`src/rtl/rv32_decode_queue_pkg.sv`:
```
// Shared RV32 types for the fetch-to-decode queue: the instruction word,
// the pre-decoded control bundle and the entry stored in each queue slot.
package rv32_types;

   localparam int CORE_RF_NUM_READ = 2;

   typedef logic [31:0] rv_instr_t;

   typedef enum logic [1:0] {
      MEM_NONE  = 2'd0,
      MEM_LOAD  = 2'd1,
      MEM_STORE = 2'd2
   } rv_mem_op_e;

   typedef struct packed {
      logic       invalid;
      logic       register_wb;
      rv_mem_op_e mem_op;
      logic [2:0] mem_size;
      logic       alu_src_imm;
      logic       branch;
      logic       jump;
      logic       fence;
      logic       system;
   } rv_control_t;

   typedef struct packed {
      rv_instr_t                   instr;
      logic [31:0]                 pc;
      rv_control_t                 control;
      logic [CORE_RF_NUM_READ-1:0] use_rs;
   } rv_decoded_entry_t;

   // Control that does nothing: no write-back, no memory, no flow change.
   localparam rv_control_t RV_NOP_CONTROL = '{
      invalid:     1'b0,
      register_wb: 1'b0,
      mem_op:      MEM_NONE,
      mem_size:    3'b000,
      alu_src_imm: 1'b0,
      branch:      1'b0,
      jump:        1'b0,
      fence:       1'b0,
      system:      1'b0
   };

   localparam logic [6:0] OPC_LUI      = 7'b0110111;
   localparam logic [6:0] OPC_AUIPC    = 7'b0010111;
   localparam logic [6:0] OPC_JAL      = 7'b1101111;
   localparam logic [6:0] OPC_JALR     = 7'b1100111;
   localparam logic [6:0] OPC_BRANCH   = 7'b1100011;
   localparam logic [6:0] OPC_LOAD     = 7'b0000011;
   localparam logic [6:0] OPC_STORE    = 7'b0100011;
   localparam logic [6:0] OPC_OP_IMM   = 7'b0010011;
   localparam logic [6:0] OPC_OP       = 7'b0110011;
   localparam logic [6:0] OPC_MISC_MEM = 7'b0001111;
   localparam logic [6:0] OPC_SYSTEM   = 7'b1110011;

   // Anything whose low two bits are not 11 is a 16-bit (compressed) encoding.
   function automatic logic rv_is_compressed(input rv_instr_t instr);
      return instr[1:0] != 2'b11;
   endfunction

endpackage

```
`src/rtl/rv32_decode_queue_decoder.sv`:
```
// Combinational RV32I pre-decoder used on the queue's enqueue path.
// Unknown opcodes and compressed encodings yield NOP control marked invalid.
module rv32_decoder
   import rv32_types::*;
(
   input  rv_instr_t                   i_instr,
   output rv_control_t                 o_control,
   output logic [CORE_RF_NUM_READ-1:0] o_use_rs
);

   logic [6:0]                  w_opcode;
   logic [2:0]                  w_funct3;
   rv_control_t                 w_control;
   logic [CORE_RF_NUM_READ-1:0] w_use_rs;
   logic                        w_unused_bits;

   assign w_opcode = i_instr[6:0];
   assign w_funct3 = i_instr[14:12];
   // Immediate and register-index fields are not needed for control decode.
   assign w_unused_bits = ^{i_instr[31:15], i_instr[11:7]};

   // Map the opcode to control flags and register-read usage.
   always_comb begin
      w_control = RV_NOP_CONTROL;
      w_use_rs  = '0;
      if (rv_is_compressed(i_instr)) begin
         w_control.invalid = 1'b1;
      end else begin
         case (w_opcode)
            OPC_LUI, OPC_AUIPC: begin
               w_control.register_wb = 1'b1;
               w_control.alu_src_imm = 1'b1;
            end
            OPC_JAL: begin
               w_control.register_wb = 1'b1;
               w_control.jump        = 1'b1;
            end
            OPC_JALR: begin
               w_control.register_wb = 1'b1;
               w_control.jump        = 1'b1;
               w_control.alu_src_imm = 1'b1;
               w_use_rs[0]           = 1'b1;
            end
            OPC_BRANCH: begin
               w_control.branch = 1'b1;
               w_use_rs[0]      = 1'b1;
               w_use_rs[1]      = 1'b1;
            end
            OPC_LOAD: begin
               w_control.register_wb = 1'b1;
               w_control.mem_op      = MEM_LOAD;
               w_control.mem_size    = w_funct3;
               w_control.alu_src_imm = 1'b1;
               w_use_rs[0]           = 1'b1;
            end
            OPC_STORE: begin
               w_control.mem_op      = MEM_STORE;
               w_control.mem_size    = w_funct3;
               w_control.alu_src_imm = 1'b1;
               w_use_rs[0]           = 1'b1;
               w_use_rs[1]           = 1'b1;
            end
            OPC_OP_IMM: begin
               w_control.register_wb = 1'b1;
               w_control.alu_src_imm = 1'b1;
               w_use_rs[0]           = 1'b1;
            end
            OPC_OP: begin
               w_control.register_wb = 1'b1;
               w_use_rs[0]           = 1'b1;
               w_use_rs[1]           = 1'b1;
            end
            OPC_MISC_MEM: begin
               w_control.fence = 1'b1;
            end
            OPC_SYSTEM: begin
               w_control.system = 1'b1;
            end
            default: begin
               w_control.invalid = 1'b1;
            end
         endcase
      end
   end

   assign o_control = w_control;
   assign o_use_rs  = w_use_rs;

endmodule

```
`src/rtl/rv32_decode_queue.sv`:
```
// Fetch-to-decode FIFO: instructions are pre-decoded as they are enqueued and
// the head entry is presented with one cycle of latency from an empty queue.
// DEPTH must be a power of two (>= 2) so the pointers wrap by overflow.
module rv32_decode_queue
   import rv32_types::*;
#(
   parameter int DEPTH = 4,
   parameter int SAT_W = 16
) (
   input  logic                          clk,
   input  logic                          rst,
   input  logic                          flush,
   input  logic                          in_valid,
   output logic                          in_ready,
   input  rv_instr_t                     in_instr,
   input  logic [31:0]                   in_pc,
   output logic                          out_valid,
   input  logic                          out_ready,
   output rv_instr_t                     out_instr,
   output logic [31:0]                   out_pc,
   output rv_control_t                   out_control,
   output logic [CORE_RF_NUM_READ-1:0]   out_use_rs,
   output logic [$clog2(DEPTH+1)-1:0]    count,
   output logic [SAT_W-1:0]              invalid_count
);

   localparam int PTR_W = $clog2(DEPTH);
   localparam int CNT_W = $clog2(DEPTH+1);

   logic [PTR_W-1:0]            r_wr_ptr;
   logic [PTR_W-1:0]            r_rd_ptr;
   logic [CNT_W-1:0]            r_count;
   logic [SAT_W-1:0]            r_invalid_count;
   rv_decoded_entry_t           r_mem [DEPTH];

   rv_control_t                 w_dec_control;
   logic [CORE_RF_NUM_READ-1:0] w_dec_use_rs;
   rv_decoded_entry_t           w_entry;
   rv_decoded_entry_t           w_head;
   logic                        w_enq;
   logic                        w_deq;

   rv32_decoder u_decoder (
      .i_instr   (in_instr),
      .o_control (w_dec_control),
      .o_use_rs  (w_dec_use_rs)
   );

   assign w_entry = '{instr: in_instr, pc: in_pc, control: w_dec_control, use_rs: w_dec_use_rs};

   // Readiness is a function of registered occupancy, flush and reset only.
   assign in_ready  = !rst && !flush && (r_count != CNT_W'(DEPTH));
   assign out_valid = (r_count != '0);
   assign count     = r_count;
   assign invalid_count = r_invalid_count;

   // A flush cancels both transfers of the cycle it is asserted in.
   assign w_enq = in_valid && in_ready;
   assign w_deq = out_valid && out_ready && !flush;

   // Pointer and occupancy tracking; flush empties the queue and rewinds pointers.
   always_ff @(posedge clk or posedge rst) begin
      if (rst) begin
         r_wr_ptr <= '0;
         r_rd_ptr <= '0;
         r_count  <= '0;
      end else if (flush) begin
         r_wr_ptr <= '0;
         r_rd_ptr <= '0;
         r_count  <= '0;
      end else begin
         if (w_enq) r_wr_ptr <= r_wr_ptr + PTR_W'(1);
         if (w_deq) r_rd_ptr <= r_rd_ptr + PTR_W'(1);
         case ({w_enq, w_deq})
            2'b10:   r_count <= r_count + CNT_W'(1);
            2'b01:   r_count <= r_count - CNT_W'(1);
            default: r_count <= r_count;
         endcase
      end
   end

   // Entry storage holds decoded results; contents are don't-care until written.
   always_ff @(posedge clk) begin
      if (w_enq) r_mem[r_wr_ptr] <= w_entry;
   end

   // Count dequeued invalid instructions, sticking at all-ones; flush keeps it.
   always_ff @(posedge clk or posedge rst) begin
      if (rst) begin
         r_invalid_count <= '0;
      end else if (w_deq && out_control.invalid && (r_invalid_count != '1)) begin
         r_invalid_count <= r_invalid_count + SAT_W'(1);
      end
   end

   assign w_head = r_mem[r_rd_ptr];

   // Present the head entry, or a clean NOP when the queue is empty.
   always_comb begin
      out_instr   = '0;
      out_pc      = '0;
      out_control = RV_NOP_CONTROL;
      out_use_rs  = '0;
      if (out_valid) begin
         out_instr   = w_head.instr;
         out_pc      = w_head.pc;
         out_control = w_head.control;
         out_use_rs  = w_head.use_rs;
      end
   end

endmodule

```
`config.mk`:
```
export PLATFORM = sky130hd
export DESIGN_NAME = rv32_decode_queue
export DESIGN_NICKNAME = d
export VERILOG_FILES = /design/src/rtl/rv32_decode_queue_pkg.sv /design/src/rtl/rv32_decode_queue_decoder.sv /design/src/rtl/rv32_decode_queue.sv
export SDC_FILE = /design/constraint.sdc
export NUM_CORES = 1
export LEC_CHECK = 0
export ABC_AREA = 1
export CAP_MARGIN = 20
export CORE_ASPECT_RATIO = 0.6
export CORE_MARGIN = 1.5
export CORE_UTILIZATION = 29
export CTS_BUF_LIST = sky130_fd_sc_hd__clkbuf_16
export CTS_CLUSTER_DIAMETER = 150
export CTS_CLUSTER_SIZE = 14
export DETAILED_ROUTE_END_ITERATION = 16
export SLEW_MARGIN = 5
export SYNTH_ARGS = -nofsm -noshare
export SYNTH_HDL_FRONTEND = slang
export SYNTH_HIERARCHICAL = 1
export SYNTH_SLANG_ARGS = --single-unit
export TNS_END_PERCENT = 5
```
`constraint.sdc`:
```
create_clock -name clk -period 6.4 [get_ports clk]
set_input_delay 1.28 -clock clk [delete_from_list [all_inputs] [get_ports clk]]
set_output_delay 1.28 -clock clk [all_outputs]
set_load 0.05 [all_outputs]
```
placement_by_type.png
The bar under the picture is 100 um long.
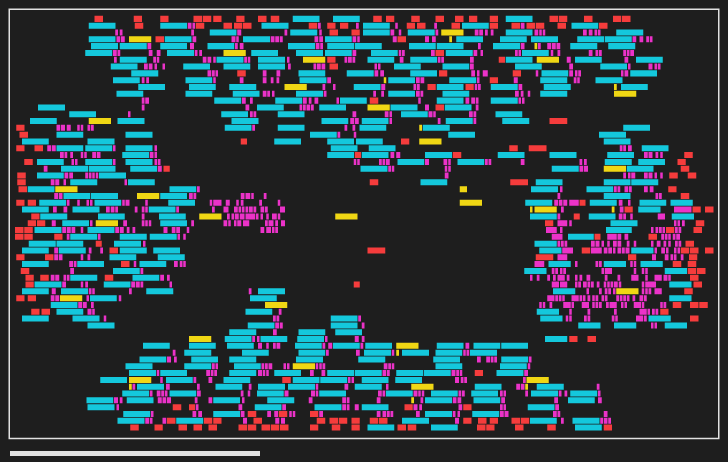
[clock drivers and dummy loads] yellow | cells: 39 | share of their area: 4.5%
[combinational and other logic] magenta | cells: 770 | share of their area: 22%
[sequential cells] cyan | cells: 335 | share of their area: 62%
[remaining buffers and delay cells] red | cells: 182 | share of their area: 12%

power_grid.png
Pins as bars on the die edge. Tap cells in gray.
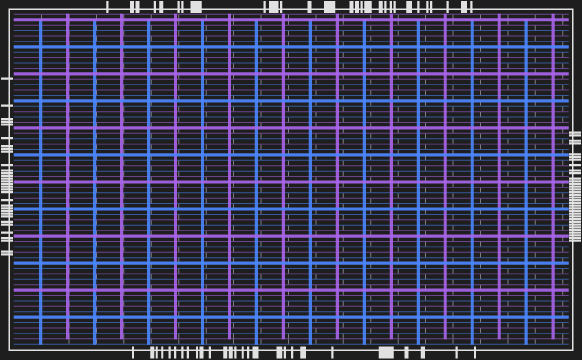
[VSS] blue
[VDD] purple
tap cells: 630
rows: 61
met1 rails: 62
met4 straps: 20
met5 straps: 12

clk_routes.png
The bar under the picture is 100 um long.
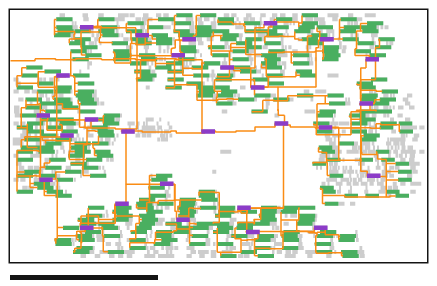
[flip-flops] green | count: 335
[clock drivers] purple | count: 27
[clock wires] orange | length: 4,290 um
flops lie: all over the die
routed clock nets: 28

==> Slide: Implementation Results <==
Run Summary

Global routing
  • Number of global-route vias before repair: 8,643
  • Pin count of the biggest net entering global routing: 131
  • Overall track demand over capacity in global routing: 0.140
  • Initial antenna violation count: 0
  • Total congestion overflow after global routing: 0

STA
  • Maximum clock frequency: 0.198 GHz
  • Transition time of the tightest slew-check pin: 1.07 ns
  • Hold Violations, Final: 0
  • Final number of max-transition violations: 0
  • Final clock skew: 0.00799 ns
  • Cycle use final: 0.790
  • Final sum of negative setup slack: 0 ns

Clock network
  • Deepest clock path buffer count: 3
  • CTS tree: yes
  • Clk pin slew, worst setup/hold paths: 0.07 ns
  • Cells resized by post-CTS repair: 0
  • Clock latency of the later-clocked register in the worst-skew pair: 0.56 ns

Synthesis
  • Share of synthesized registers carrying an async set or reset: 0.0687
  • Syn_nets: 1,241
  • Ys Warns: 6
  • Synth Seq Share: 0.731

Placement
  • Number of placed instances, taps included: 1,917

Run status
  • Result of the run: finished clean

Setup path
  • Path type of the worst setup path: flop to output port
  • Kind of start point of the critical path: flop
  • Endpoint of the worst-slack reg-to-reg timing path: r_mem[0][54]
  • Element type at the critical path end: output port
  • Maximum fanout encountered on the critical timing path: 48
  • Critical path data arrival time: 3.78 ns
  • Launch point of the worst path: count[0]

Drt
  • Total vias in the final route: 8,995
  • 1st-iter DRT viols: 848
  • Per-cell routed wire length: 17.6 um

Run
  • Max-Cap Viols: 0
  • Stage-log warning count: 31

Cells and area
  • Number of nets in the final layout: 1,391

Power and ir drop
  • Leakage power total: 0.00575 uW
  • Cell Pwr Density: 400 nW/um^2

Floorplanning
  • Initial cell density of the core: 0.294
  • Num rows: 61
  • Chip Height: 171 um
  • Horizontal die dimension: 283 um
  • Area of the core region: 46,300 sq um
## layer usage
metal | routed length, um | track usage | vias to the layer above
met5 | 0 | 0 | -
met4 | 531 | 0.0242 | 0
met3 | 1990 | 0.0269 | 38
met2 | 15400 | 0.217 | 229
met1 | 16500 | 0.205 | 4405
li1 | - | - | 4323
## critical path, stage by stage (launching register included)
cell and delay [ns]:
sky130_fd_sc_hd__dfrtp_1 0.44, sky130_fd_sc_hd__nor2_1 0.09, sky130_fd_sc_hd__nand2_1 0.17, sky130_fd_sc_hd__clkinv_2 0.82, sky130_fd_sc_hd__buf_4 0.54, sky130_fd_sc_hd__a21oi_1 0.24
sky130_fd_sc_hd__clkdlybuf4s50_1 0.86
## layout make-up
cell class              instances  area, sq um  share of cell area
well taps                     630          788              0.0471
flip-flops and latches        335         9950               0.594
clock inverters                12         50.0             0.00299
clock buffers                  27          676              0.0403
multi-input cells             740         3320               0.198
repair buffers                182         1850               0.110
inverters                      30          118             0.00702
## cell usage in the layout, fill, tap and decap left out, drive strengths merged
| cell | n |
|---|---|
| inv | 40 |
| nand2 | 95 |
| xnor2 | 10 |
| nor3 | 1 |
| nand4 | 1 |
| fa | 1 |
| nor2 | 358 |
| nand3 | 21 |
| nand3b | 1 |
| ha | 5 |
| dfrtp | 23 |
| buf | 15 |
| xor2 | 6 |
| a21oi | 80 |
| clkdlybuf4s50 | 167 |
| clkbuf | 27 |
| clkinv | 2 |
| o21ai | 161 |
| edfxtp | 312 |
## where the power goes
group          internal, uW  switching [uW]
Sequential             2460            59.0
Clock                   752             746
Combinational           771            1910
Total                  3980            2720
## worst min path at each step
stage | start | end | slack [ns]
detailed placement | invalid_count[14] | invalid_count[14] | 0.54
finish | invalid_count[1] | invalid_count[1] | 0.56
CTS | invalid_count[14] | invalid_count[14] | 0.56
global route | invalid_count[15] | invalid_count[15] | 0.59
global placement | invalid_count[1] | invalid_count[1] | 0.53
floorplan | r_wr_ptr[1] | r_wr_ptr[1] | 0.58
## flip-flops by register name (all words and copies together) (netlist names)
signal / flops
r_wr_ptr: 2
invalid_count: 16
r_mem: 312
r_rd_ptr: 2
count: 3
## per-stage QoR
step	total power, uW	worst slack (ns)	util	instance area, sq um	hold slack (ns)
2_1_floorplan	4330	1.04	-	13600	0.580
3_3_place_gp	5260	1.98	0.345	16000	0.525
3_5_place_dp	5270	1.98	0.346	16000	0.541
4_1_cts	6780	1.34	0.362	16700	0.560
5_1_grt	7020	1.16	0.362	16700	0.592
6_report	6700	1.34	0.362	16700	0.564
## kinds of logic (layout without fill, tap and decap cells)
| kind of cell | after synthesis | in the layout | share of synthesized area |
|---|---|---|---|
| buffers and inverters | 91 | 251 | 0.0279 |
| flip-flops | 335 | 335 | 0.731 |
| adder cells (fa/ha/maj) | 6 | 6 | 0.00607 |
| AND-OR/OR-AND | 241 | 241 | 0.0886 |
| XOR/XNOR | 16 | 16 | 0.0103 |
| AND/OR/NAND/NOR | 477 | 477 | 0.137 |
Power figures rest on the tool's default switching activity, not on a simulated workload.
